===== config.mk =====
export PLATFORM = sky130hd
export DESIGN_NAME = wb_stage_flat
export DESIGN_NICKNAME = d
export VERILOG_FILES = /design/src/rtl/wb_stage_if.sv /design/src/rtl/wb_stage.sv /design/src/flat_wrapper.sv
export SDC_FILE = /design/constraint.sdc
export NUM_CORES = 1
export LEC_CHECK = 0
export CORE_MARGIN = 4
export CORE_UTILIZATION = 54
export CTS_CLUSTER_SIZE = 14
export DETAILED_ROUTE_END_ITERATION = 10
export DONT_BUFFER_PORTS = 1
export GPL_TIMING_DRIVEN = 0
export PLACE_DENSITY = 0.69
export SKIP_LAST_GASP = 1
export SLEW_MARGIN = 20
export SYNTH_ARGS = -nofsm -noshare
export SYNTH_HDL_FRONTEND = slang
export SYNTH_SLANG_ARGS = --single-unit

===== constraint.sdc =====
create_clock -name clk -period 2.8 [get_ports clk]
set_clock_uncertainty 0.15 [all_clocks]
set_input_delay 0.56 -clock clk [delete_from_list [all_inputs] [get_ports clk]]
set_output_delay 0.56 -clock clk [all_outputs]
set_load 0.005 [all_outputs]

===== src/rtl/wb_stage_if.sv =====
// wb_stage_if: MEM-to-WB slot bundle plus the register file write port.
//   mem_valid_i/mem_wreg_i/mem_waddr_i/mem_wdata_i/mem_load_op_i/mem_addr_lo_i
//     : slot presented by the MEM stage
//   wb_we_o/wb_waddr_o/wb_wdata_o : register file write port driven by WB
// master = MEM-stage / regfile side, slave = wb_stage.
interface wb_stage_if;
  logic        mem_valid_i;
  logic        mem_wreg_i;
  logic [4:0]  mem_waddr_i;
  logic [31:0] mem_wdata_i;
  logic [2:0]  mem_load_op_i;
  logic [1:0]  mem_addr_lo_i;
  logic        wb_we_o;
  logic [4:0]  wb_waddr_o;
  logic [31:0] wb_wdata_o;

  modport master (
    output mem_valid_i, mem_wreg_i, mem_waddr_i, mem_wdata_i,
           mem_load_op_i, mem_addr_lo_i,
    input  wb_we_o, wb_waddr_o, wb_wdata_o
  );

  modport slave (
    input  mem_valid_i, mem_wreg_i, mem_waddr_i, mem_wdata_i,
           mem_load_op_i, mem_addr_lo_i,
    output wb_we_o, wb_waddr_o, wb_wdata_o
  );
endinterface


===== src/rtl/wb_stage.sv =====
// wb_stage: write-back stage. Registers the MEM slot, aligns and extends
// load data from the synchronous data RAM (big-endian), drives the register
// file write port, flags misaligned loads and counts retired instructions.
// Ports:
//   clk, rst       : clock, synchronous active-high reset
//   flush_i        : turn the incoming slot into a bubble
//   stall_i        : hold all slot state
//   bus            : wb_stage_if.slave (MEM slot in, regfile write port out)
//   ram_rdata_i    : RAM read data for the load currently in WB
//   misalign_o     : current slot is a misaligned load
//   retired_o      : count of instructions leaving WB (wraps)
module wb_stage #(
  parameter int unsigned CNT_W = 32
) (
  input  logic             clk,
  input  logic             rst,
  input  logic             flush_i,
  input  logic             stall_i,
  wb_stage_if.slave        bus,
  input  logic [31:0]      ram_rdata_i,
  output logic             misalign_o,
  output logic [CNT_W-1:0] retired_o
);

  typedef enum logic [2:0] {
    LD_NONE = 3'd0,
    LD_LB   = 3'd1,
    LD_LBU  = 3'd2,
    LD_LH   = 3'd3,
    LD_LHU  = 3'd4,
    LD_LW   = 3'd5
  } load_op_e;

  logic        valid;
  logic        wreg;
  logic [4:0]  waddr;
  logic [31:0] wdata;
  logic [2:0]  load_op;
  logic [1:0]  addr_lo;

  logic        hold_vld;
  logic [31:0] hold_data;

  logic        is_load;
  logic        misaligned;
  logic [31:0] src;
  logic [7:0]  sel_byte;
  logic [15:0] sel_half;
  logic [31:0] load_data;

  always_comb begin
    is_load = (load_op >= LD_LB) && (load_op <= LD_LW);
  end

  always_ff @(posedge clk) begin
    if (rst) begin
      valid     <= 1'b0;
      wreg      <= 1'b0;
      waddr     <= '0;
      wdata     <= '0;
      load_op   <= LD_NONE;
      addr_lo   <= '0;
      hold_vld  <= 1'b0;
      hold_data <= '0;
      retired_o <= '0;
    end else begin
      if (flush_i) begin
        valid    <= 1'b0;
        wreg     <= 1'b0;
        waddr    <= '0;
        wdata    <= '0;
        load_op  <= LD_NONE;
        addr_lo  <= '0;
        hold_vld <= 1'b0;
      end else if (stall_i) begin
        // The RAM only presents the word for one cycle; latch it on the
        // first stalled edge so the write data stays stable while held.
        if (!hold_vld && is_load) begin
          hold_data <= ram_rdata_i;
          hold_vld  <= 1'b1;
        end
      end else begin
        hold_vld <= 1'b0;
        if (bus.mem_valid_i) begin
          valid   <= 1'b1;
          wreg    <= bus.mem_wreg_i;
          waddr   <= bus.mem_waddr_i;
          wdata   <= bus.mem_wdata_i;
          load_op <= bus.mem_load_op_i;
          addr_lo <= bus.mem_addr_lo_i;
        end else begin
          valid   <= 1'b0;
          wreg    <= 1'b0;
          waddr   <= '0;
          wdata   <= '0;
          load_op <= LD_NONE;
          addr_lo <= '0;
        end
      end

      if (valid && !stall_i && !flush_i) begin
        retired_o <= retired_o + CNT_W'(1);
      end
    end
  end

  // Big-endian lanes: byte 0 is [31:24], halfword 0 is [31:16].
  always_comb begin
    src = hold_vld ? hold_data : ram_rdata_i;
    case (addr_lo)
      2'd0:    sel_byte = src[31:24];
      2'd1:    sel_byte = src[23:16];
      2'd2:    sel_byte = src[15:8];
      default: sel_byte = src[7:0];
    endcase
    sel_half = addr_lo[1] ? src[15:0] : src[31:16];

    case (load_op)
      LD_LB:   load_data = {{24{sel_byte[7]}}, sel_byte};
      LD_LBU:  load_data = {24'd0, sel_byte};
      LD_LH:   load_data = {{16{sel_half[15]}}, sel_half};
      LD_LHU:  load_data = {16'd0, sel_half};
      LD_LW:   load_data = src;
      default: load_data = wdata;
    endcase

    misaligned = ((load_op == LD_LH || load_op == LD_LHU) && addr_lo[0]) ||
                 ((load_op == LD_LW) && (addr_lo != 2'd0));
  end

  always_comb begin
    bus.wb_we_o    = valid && wreg && !misaligned && (waddr != 5'd0);
    bus.wb_waddr_o = waddr;
    bus.wb_wdata_o = is_load ? load_data : wdata;
    misalign_o     = valid && misaligned;
  end

endmodule


===== src/flat_wrapper.sv =====
// flat-port wrapper written by rule: the top's interface ports become plain ports
module wb_stage_flat 
#(
  parameter int unsigned CNT_W = 32
)
  (clk, rst, flush_i, stall_i, ram_rdata_i, misalign_o, retired_o, bus_mem_valid_i, bus_mem_wreg_i, bus_mem_waddr_i, bus_mem_wdata_i, bus_mem_load_op_i, bus_mem_addr_lo_i, bus_wb_we_o, bus_wb_waddr_o, bus_wb_wdata_o);
  wb_stage_if bus_i ();
  input  logic clk;
  input  logic rst;
  input  logic flush_i;
  input  logic stall_i;
  input  logic [31:0] ram_rdata_i;
  output logic misalign_o;
  output logic [CNT_W-1:0] retired_o;
  input wire logic [$bits(bus_i.mem_valid_i)-1:0] bus_mem_valid_i;
  input wire logic [$bits(bus_i.mem_wreg_i)-1:0] bus_mem_wreg_i;
  input wire logic [$bits(bus_i.mem_waddr_i)-1:0] bus_mem_waddr_i;
  input wire logic [$bits(bus_i.mem_wdata_i)-1:0] bus_mem_wdata_i;
  input wire logic [$bits(bus_i.mem_load_op_i)-1:0] bus_mem_load_op_i;
  input wire logic [$bits(bus_i.mem_addr_lo_i)-1:0] bus_mem_addr_lo_i;
  output wire logic [$bits(bus_i.wb_we_o)-1:0] bus_wb_we_o;
  output wire logic [$bits(bus_i.wb_waddr_o)-1:0] bus_wb_waddr_o;
  output wire logic [$bits(bus_i.wb_wdata_o)-1:0] bus_wb_wdata_o;
  assign bus_i.mem_valid_i = bus_mem_valid_i;
  assign bus_i.mem_wreg_i = bus_mem_wreg_i;
  assign bus_i.mem_waddr_i = bus_mem_waddr_i;
  assign bus_i.mem_wdata_i = bus_mem_wdata_i;
  assign bus_i.mem_load_op_i = bus_mem_load_op_i;
  assign bus_i.mem_addr_lo_i = bus_mem_addr_lo_i;
  assign bus_wb_we_o = bus_i.wb_we_o;
  assign bus_wb_waddr_o = bus_i.wb_waddr_o;
  assign bus_wb_wdata_o = bus_i.wb_wdata_o;
  wb_stage #(.CNT_W(CNT_W)) u_core (.clk(clk), .rst(rst), .flush_i(flush_i), .stall_i(stall_i), .bus(bus_i), .ram_rdata_i(ram_rdata_i), .misalign_o(misalign_o), .retired_o(retired_o));
endmodule

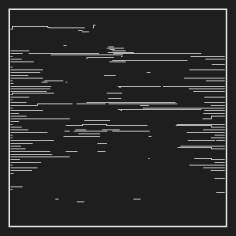
Run 1: metal 3
(2 px per µm)
wire length on this layer: 1540 µm
nets with wire on the layer: 114
global-route met3 utilization: 0.0858
final routed wirelength across all metal layers: 15600 µm
routed via count: 4633

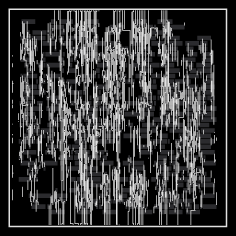
Run 1: met2 routing
(2 px per µm) Cells faint in the background.
main direction: vertical
wire length on this layer: 7200 µm
share of all routed wire: 46%
met2 Use GR: 0.421

==> flow_summary.yaml, run 1 <==
# implementation run metrics
floorplan:
  die-area_um2: 11600
  io_pins: 151
  fp_util: 0.553
  floorplan.die.height_um: 108
global_route:
  first_pass_grt_wire_length_um: 24300
  grt.overflow.total: 0
final_layout:
  synthToLayoutAreaGrowth_pct: 14.6
  layout_top_cell: "nor2_1"
  final.fill_count: 849
  largest_cell_class: "combinational gates"
  sequential_cell_total: 109
  n_antenna_cell: 0
  area.share.sequential: 0.355
  logic_area_um2: 3250
  relative_area_of_clock_buffers_and_inverters_in_the_final_design: 0.0288
  signal_buffer_area_fraction: 0.0570
  buffers: 54
  layout.cells.most_common_list: "nor2_1 (127), dfxtp_1 (106), a22oi_1 (43)"
clock_tree:
  cts_made_buffers: 9
  cts_root_buffer: "clkbuf_8"
  post_cts_resize_count: 62
  cts_tree: "done"
yosys:
  post_synthesis_cell_count: 614
  top_cell: "nor2_1"
  synth.top_cells.by_area: "dfxtp_1 (41%), mux2i_1 (9.7%), nor2_1 (9.1%)"
  synth.avg_cell_area_um2: 8.76
  synth_seq_share: 0.405
  yosysCellCount: 614
  synth_cell_type_count: 50
  ff_type: "dfxtp_1"
timing:
  report.final.setup_viol: 15
  achievable-frequency_mhz: 353
  finalCriticalPeriod_ns: 2.84
  finalWorstSetupSlack_ns: -0.0369
min_path:
  min_path_cells: 2
critical_path:
  timing.critical_path.to: "bus_wb_wdata_o[21]"
  r2r-start: "u_core.retired_o[7]$_SDFFE_PP0P_"
  crit_path_start_kind: "flip-flop"
  worstPathArrival_ns: 2.13
  worstRegToRegCells: 6
run:
  log.warning_count: 28
  maximum_capacitance_violations: 0
outcome:
  violations_in_the_final_reports: "negative setup slack"
  run_status: "finished, violations left"
detailed_routing:
  detailedRoute.firstIterationViolations: 366
  drt_drc_violations_left: 0
  wl_per_cell_um: 20.3
pwr:
  p_leak_nw: 2.29
place:
  place.detailed.instances: 747
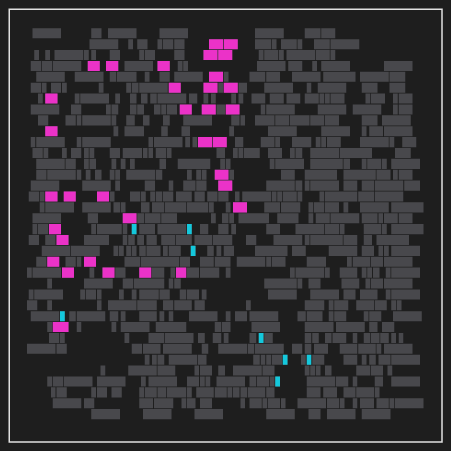
Run 1: gate families picked out
(4 px per µm)
| color | family | cells | most used |
|---|---|---|---|
| magenta | non-inverting ao/oa cells | 34 | o22a_1 |
| cyan | inv cells | 8 | inv_1 |

run 1: worst max-delay path, cell delays in order, from the launching register on:
cell and delay, ns:
dfxtp_2 0.36, buf_12 0.14, mux2i_4 0.32, nor2_4 0.08
o311ai_4 0.33, buf_12 0.16, and3_4 0.23, a21oi_1 0.11
run 1: stage by stage:
| stage | cell area [µm²] | total power, W | hold WS (ns) | util | worst slack, ns |
|---|---|---|---|---|---|
| after floorplan | 5380 | 0.00179 | 0.308 | - | 0.368 |
| after global placement | 5550 | 0.00186 | 0.318 | 0.570 | -0.106 |
| after detailed placement | 5550 | 0.00186 | 0.332 | 0.570 | -0.0848 |
| after CTS | 6020 | 0.00277 | 0.170 | 0.618 | -0.0210 |
| after global routing | 6160 | 0.00286 | 0.171 | 0.634 | -0.0859 |
| final | 6160 | 0.00278 | 0.176 | 0.634 | -0.0369 |
run 1: cells by family after synthesis:
group                      count (synthesis)  share of synthesized area
and+or+nand+nor                          240                      0.215
AOI/OAI and AO/OA                        111                      0.157
DFF                                      109                      0.405
muxes                                     67                      0.128
buffers and inverters                     56                     0.0432
xor gates and xnor gates                  29                     0.0472
adders and majority gates                  2                    0.00418
run 1: state kept, by name (all words and copies together) (netlist names):
signal	flops
u_core.retired_o	32
u_core.load_op	3
u_core.hold_data	32
u_core.hold_vld	1
u_core.valid	1
u_core.wdata	32
u_core.addr_lo	2
u_core.wreg	1
u_core.bus.wb_waddr_o	5
run 1: per-layer routing:
layer  GRT usage  vias to the layer above  routed length [µm]
met2       0.421                      170                7200
met3      0.0858                       18                1540
met1       0.348                     2225                6600
met4      0.0784                        0                 239
li1            -                     2220                   -
met5           0                        -                   0
run 1: power by group:
part,switching (W),internal [W]
clock,0.000519,0.000393
combinational,0.000170,0.000115
sequential,0.0000146,0.00157
==> inputs of run 2 (changes only) <==
--- a/config.mk
+++ b/config.mk
@@ -5,6 +5,7 @@
 export SDC_FILE = /design/constraint.sdc
 export NUM_CORES = 1
 export LEC_CHECK = 0
+export ABC_CLOCK_PERIOD_IN_PS = 2800
 export CORE_MARGIN = 4
 export CORE_UTILIZATION = 54
 export CTS_CLUSTER_SIZE = 14
==> flow_summary.yaml, run 2 <==
# implementation run metrics
yosys:
  synth_seq_share: 0.405
  synth.avg_cell_area_um2: 8.76
  top_cell: "nor2_1"
  yosysCellCount: 614
  synth-edff-count: 0
  ff_type: "dfxtp_1"
  synth_cell_type_count: 50
  post_synthesis_cell_count: 614
  synth.top_cells.by_area: "dfxtp_1 (41%), mux2i_1 (9.7%), nor2_1 (9.1%)"
pwr:
  cellPowerDensity_nw_per_um2: 451
  vdd_drop_max_mv: 0.275
  internal_power_w: 0.00208
  share_seq_of_total_power: 0.569
  swShare: 0.253
  top_power_group: "sequential cells"
  design_power_total_w: 0.00278
  power.share.combinational: 0.103
  pwr-share-clk: 0.328
  pwr.group.clock_w: 0.000912
  power_sequential_w: 0.00158
  p_leak_nw: 2.29
  combinationalPower_w: 0.000286
  power.net_switching_w: 0.000704
detailed_routing:
  met2_wire_length_um: 7200
  routed-wl-met3_um: 1540
  totalWireLength_um: 15600
  wl_per_cell_um: 20.3
  vias: 4633
  route.top_layer_used: "met4"
  drt-met1-wl_um: 6600
  drt_drc_violations_left: 0
  detailedRoute.firstIterationViolations: 366
outcome:
  run_status: "finished, violations left"
  violations_in_the_final_reports: "negative setup slack"
place:
  number_of_input_and_output_port_buffers_inserted: 0
  globalplace.congestion: 0.885
  dp_slack_ns: -0.0848
  postPlaceCellArea_um2: 5550
timing:
  achievable-frequency_mhz: 353
  hold_ws_ns: 0.176
  report.final.setup_viol: 15
  finalHoldViolCount: 0
  finalCriticalPeriod_ns: 2.84
  rsz0062_at_grt: "true"
  max_slew_margin: 0.621
  finalWorstSetupSlack_ns: -0.0369
  post-route-period-util: 1.01
  worstMarginPinSlew_ns: 0.569
final_layout:
  final.fill_count: 849
  final_design_area_no_fill_um2: 6160
  largest_registers: "u_core.hold_data: 32 flops, u_core.retired_o: 32 flops, u_core.wdata: 32 flops"
  synthToLayoutAreaGrowth_pct: 14.6
  final_layout_size_suffix_gt1_frac: 0.186
  n_antenna_cell: 0
  layout.cells.most_common_list: "nor2_1 (127), dfxtp_1 (106), a22oi_1 (43)"
global_route:
  groute.layer.met3.usage: 0.0858
  via_count_of_the_first_global_routing_pass: 4551
  first_pass_grt_wire_length_um: 24300
  grt.met1_usage: 0.348
  grt_util_all_layers: 0.266
  globalRoute.busiestLayer: "met2"
  grt.overflow.total: 0
  met2_use_gr: 0.421
run:
  maximum_capacitance_violations: 0
  log.warning_count: 28
clock_tree:
  ctsHoldBuffers: 0
  htree_num_levels: 3
  cts_root_buffer: "clkbuf_8"
  cts_made_buffers: 9
  cts_tree: "done"
  clk_pin_slew_ns: 0.10
critical_path:
  crit_path_start_kind: "flip-flop"
  r2r-start: "u_core.retired_o[7]$_SDFFE_PP0P_"
  cp-end-kind: "output port"
  worstPathRequired_ns: 2.09
  critPathLaunch: "u_core.hold_vld$_SDFFE_PP0P_"
  worstPathArrival_ns: 2.13
floorplan:
  fp_util: 0.553
  io_pins: 151
  floorplan.die.height_um: 108
  die-area_um2: 11600
min_path:
  timing.hold.worst.start: "ram_rdata_i[16]"
[run 2: layout make-up]
class / instances / area (µm²) / area share
plain buffers: 45 / 272 / 0.0440
multi-input cells: 450 / 3250 / 0.528
flip-flops and latches: 109 / 2190 / 0.355
clock buffers: 14 / 173 / 0.0280
inverters: 8 / 30.0 / 0.00487
repair buffers: 9 / 80.1 / 0.0130
clock inverters: 1 / 5.00 / 0.000812
well taps: 133 / 166 / 0.0270
[run 2: worst paths after layout]
| kind | cells after the start | end |
|---|---|---|
| max | 7 | bus_wb_wdata_o[21] |
| min | 2 | u_core.hold_data[16]$_SDFFE_PP0P_ |
| max reg2reg | 6 | u_core.retired_o[27]$_SDFFE_PP0P_ |
| min reg2reg | 2 | u_core.hold_data[21]$_SDFFE_PP0P_ |
[run 2: cell families (layout without fill, tap and decap cells)]
kind of cell	after synthesis	after routing	share of synthesized area
flops	109	109	0.405
simple gates	240	241	0.215
fa+ha+maj	2	2	0.00418
mux	67	67	0.128
compound gates	111	111	0.157
xor+xnor	29	29	0.0472
buf+inv	56	77	0.0432
[run 2: metrics by stage]
stage / util / cells / setup TNS [ns]
global route: 0.634 / 769 / -1.50
detailed placement: 0.570 / 747 / -1.08
floorplan: - / 614 / 0
finish: 0.634 / 769 / -0.353
CTS: 0.618 / 763 / -0.0787
global placement: 0.570 / 747 / -1.50
[run 2: worst max-delay path: stages, from the launching register on]
cell and delay, ns:
dfxtp_2 0.36, buf_12 0.14, mux2i_4 0.32, nor2_4 0.08, o311ai_4 0.33, buf_12 0.16
and3_4 0.23, a21oi_1 0.11
[run 2: repair_timing]
item / 4_1_cts / 5_1_grt
endpoints found under the setup margin: 34 / 33
buffers inserted: 3 / 6
resized: 62 / 28
pin swaps: 9 / 11
gates cloned: 1 / 0
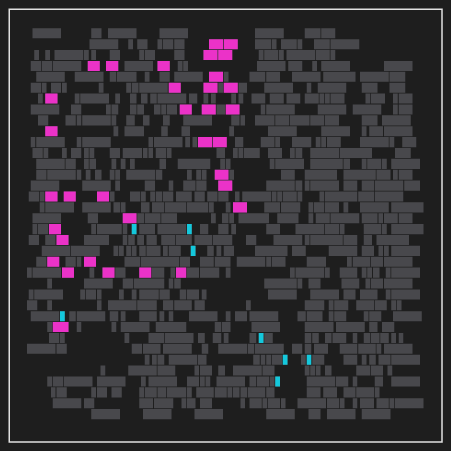
Run 2: gate families picked out
(4 px per µm)
| color | family | cells | most used |
|---|---|---|---|
| magenta | non-inverting ao/oa cells | 34 | o22a_1 |
| cyan | inv cells | 8 | inv_1 |
post-route non-filler standard cell count: 769
most frequent standard cell in the layout excluding fill and tap cells: nor2_1
multi-input combinational area share: 0.528

==> inputs of run 3 (changes only) <==
--- a/config.mk
+++ b/config.mk
@@ -6,7 +6,7 @@
 export NUM_CORES = 1
 export LEC_CHECK = 0
 export ABC_CLOCK_PERIOD_IN_PS = 2800
-export CORE_MARGIN = 4
+export CORE_MARGIN = 2
 export CORE_UTILIZATION = 54
 export CTS_CLUSTER_SIZE = 14
 export DETAILED_ROUTE_END_ITERATION = 10
@@ -14,7 +14,6 @@
 export GPL_TIMING_DRIVEN = 0
 export PLACE_DENSITY = 0.69
 export SKIP_LAST_GASP = 1
-export SLEW_MARGIN = 20
 export SYNTH_ARGS = -nofsm -noshare
 export SYNTH_HDL_FRONTEND = slang
 export SYNTH_SLANG_ARGS = --single-unit
==> flow_summary.yaml, run 3 <==
# implementation run metrics
outcome:
  run_status: "finished, violations left"
  violations_in_the_final_reports: "negative setup slack"
final_layout:
  largest_registers: "u_core.hold_data: 32 flops, u_core.retired_o: 32 flops, u_core.wdata: 32 flops"
  synthToLayoutAreaGrowth_pct: 15.8
  layout.clock_buffers: 12
  layout_top_cell: "nor2_1"
  area.share.sequential: 0.351
  sequential_cell_total: 109
  instances_no_fill: 771
  area.share.combinational: 0.526
  logic_area_um2: 3280
  final.fill_count: 845
  signal_buffer_area_fraction: 0.0558
  finish.utilization: 0.641
  flop_area_um2: 2190
  largest_cell_class: "combinational gates"
  final_design_area_no_fill_um2: 6230
  multi_input_comb_cells: 450
  inverters: 8
  relative_area_of_clock_buffers_and_inverters_in_the_final_design: 0.0361
  buffers: 55
  final_layout_size_suffix_gt1_frac: 0.193
  layout.cells.most_common_list: "nor2_1 (127), dfxtp_1 (106), a22oi_1 (43)"
  n_antenna_cell: 0
clock_tree:
  htree_num_levels: 3
  clk_pin_slew_ns: 0.10
  cts_tree: "done"
  cts_root_buffer: "clkbuf_8"
  post_cts_resize_count: 66
  post_cts_buffers: 4
  ctsHoldBuffers: 0
  cts_made_buffers: 9
min_path:
  timing.hold.worst.class: "in2reg"
critical_path:
  crit_path_start_kind: "flip-flop"
  worstPathRequired_ns: 2.09
  cp-end-kind: "output port"
  worstPathArrival_ns: 2.11
  timing.critical_path.buf_inv: 2
  path_cells: "buf_12 > mux2i_4 > a21boi_2 > o311ai_4 > buf_6 > and3_4 > a21oi_1"
  critPathTopFamily: "AND-OR/OR-AND gates"
  timing.critical_path.slowest_stage_cell: "dfxtp_2"
  worst_path_largest_cell_delay_ns: 0.36
timing:
  report.final.setup_viol: 6
  max_slew_margin: 0.601
  worstMarginPinSlew_ns: 0.599
  rsz0062_at_grt: "true"
  post-route-period-util: 1.01
  finalHoldViolCount: 0
  finalCriticalPeriod_ns: 2.82
  finalWorstSetupSlack_ns: -0.0221
  achievable-frequency_mhz: 354
yosys:
  common_cells: "nor2_1 (130), dfxtp_1 (109), mux2i_1 (52)"
  synth-edff-count: 0
  synth.top_cells.by_area: "dfxtp_1 (41%), mux2i_1 (9.7%), nor2_1 (9.1%)"
  yosysCellCount: 614
  synth_seq_share: 0.405
  numSynthFlops: 109
  ff_type: "dfxtp_1"
  post_synthesis_cell_count: 614
  synth_cell_type_count: 50
  top_cell: "nor2_1"
  synth.avg_cell_area_um2: 8.76
place:
  postPlaceCellArea_um2: 5550
  globalplace.congestion: 0.885
  place.detailed.instances: 747
  number_of_input_and_output_port_buffers_inserted: 0
  dp_slack_ns: -0.110
run:
  log.warning_count: 28
  maximum_capacitance_violations: 0
floorplan:
  nWellTaps: 133
  io_pins: 151
  die-area_um2: 10800
  fp_util: 0.553
  floorplan.die.height_um: 104
detailed_routing:
  drt_drc_violations_left: 0
  detailedRoute.firstIterationViolations: 370
  wl_per_cell_um: 20.1
global_route:
  first_pass_grt_wire_length_um: 24300
  via_count_of_the_first_global_routing_pass: 4608
  grt.overflow.total: 0
  grt_util_all_layers: 0.281
pwr:
  p_leak_nw: 2.31
  cellPowerDensity_nw_per_um2: 472
  design_power_total_w: 0.00294
  vdd_drop_max_mv: 0.320
run 3: cell counts after synthesis:
Identical to the previous run, type by type.
run 3: path summary, 6_finish.rpt:
kind	startpoint	endpoint	slack (ns)	depth (start not counted)
max reg2reg	u_core.valid$_SDFFE_PP0N_	u_core.retired_o[28]$_SDFFE_PP0P_	0.49	6
max	u_core.hold_vld$_SDFFE_PP0P_	bus_wb_wdata_o[17]	-0.02	7
min reg2reg	u_core.hold_data[17]$_SDFFE_PP0P_	u_core.hold_data[17]$_SDFFE_PP0P_	0.36	2
min	bus_mem_wdata_i[18]	u_core.wdata[18]$_SDFFE_PP0N_	0.17	2
run 3: through the flow:
| stage | hold WS (ns) | setup TNS (ns) |
|---|---|---|
| 5_1_grt | 0.172 | -0.706 |
| 3_3_place_gp | 0.318 | -1.02 |
| 4_1_cts | 0.172 | -0.0778 |
| 2_1_floorplan | 0.308 | 0 |
| 6_report | 0.172 | -0.0966 |
| 3_5_place_dp | 0.334 | -1.53 |
run 3: power breakdown:
part           internal, W  total [W]  switching, W
Clock             0.000551    0.00108      0.000524
Combinational     0.000115   0.000286      0.000171
Sequential         0.00157    0.00158     0.0000150
run 3: kinds of logic (layout without fill, tap and decap cells):
| logic type | Yosys count | in the layout | share of synthesized area |
|---|---|---|---|
| and+or+nand+nor | 240 | 241 | 0.215 |
| buffers and inverters | 56 | 79 | 0.0432 |
| adders and majority gates | 2 | 2 | 0.00418 |
| muxes | 67 | 67 | 0.128 |
| xor gates and xnor gates | 29 | 29 | 0.0472 |
| AOI/OAI and AO/OA | 111 | 111 | 0.157 |
| DFF | 109 | 109 | 0.405 |
run 3: per-layer routing:
layer  part of all wire  GRT usage  up-vias
li1                   -          -     2220
met2               0.46      0.446      186
met4              0.021     0.0975        0
met1               0.43      0.366     2282
met3              0.086     0.0831       21
met5                  0          0        -
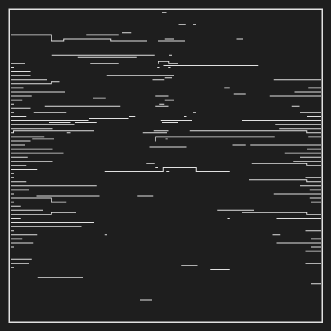
Run 3: metal 3
(3 px per µm)
main direction: horizontal
longest straight run: 39.6 µm
nets with wire on the layer: 124
wire length on this layer: 1330 µm
share of all routed wire: 8.6%
global-route met3 utilization: 0.0831
routed via count: 4709
final routed wirelength across all metal layers: 15500 µm

Power and IR drop assume default switching activity.
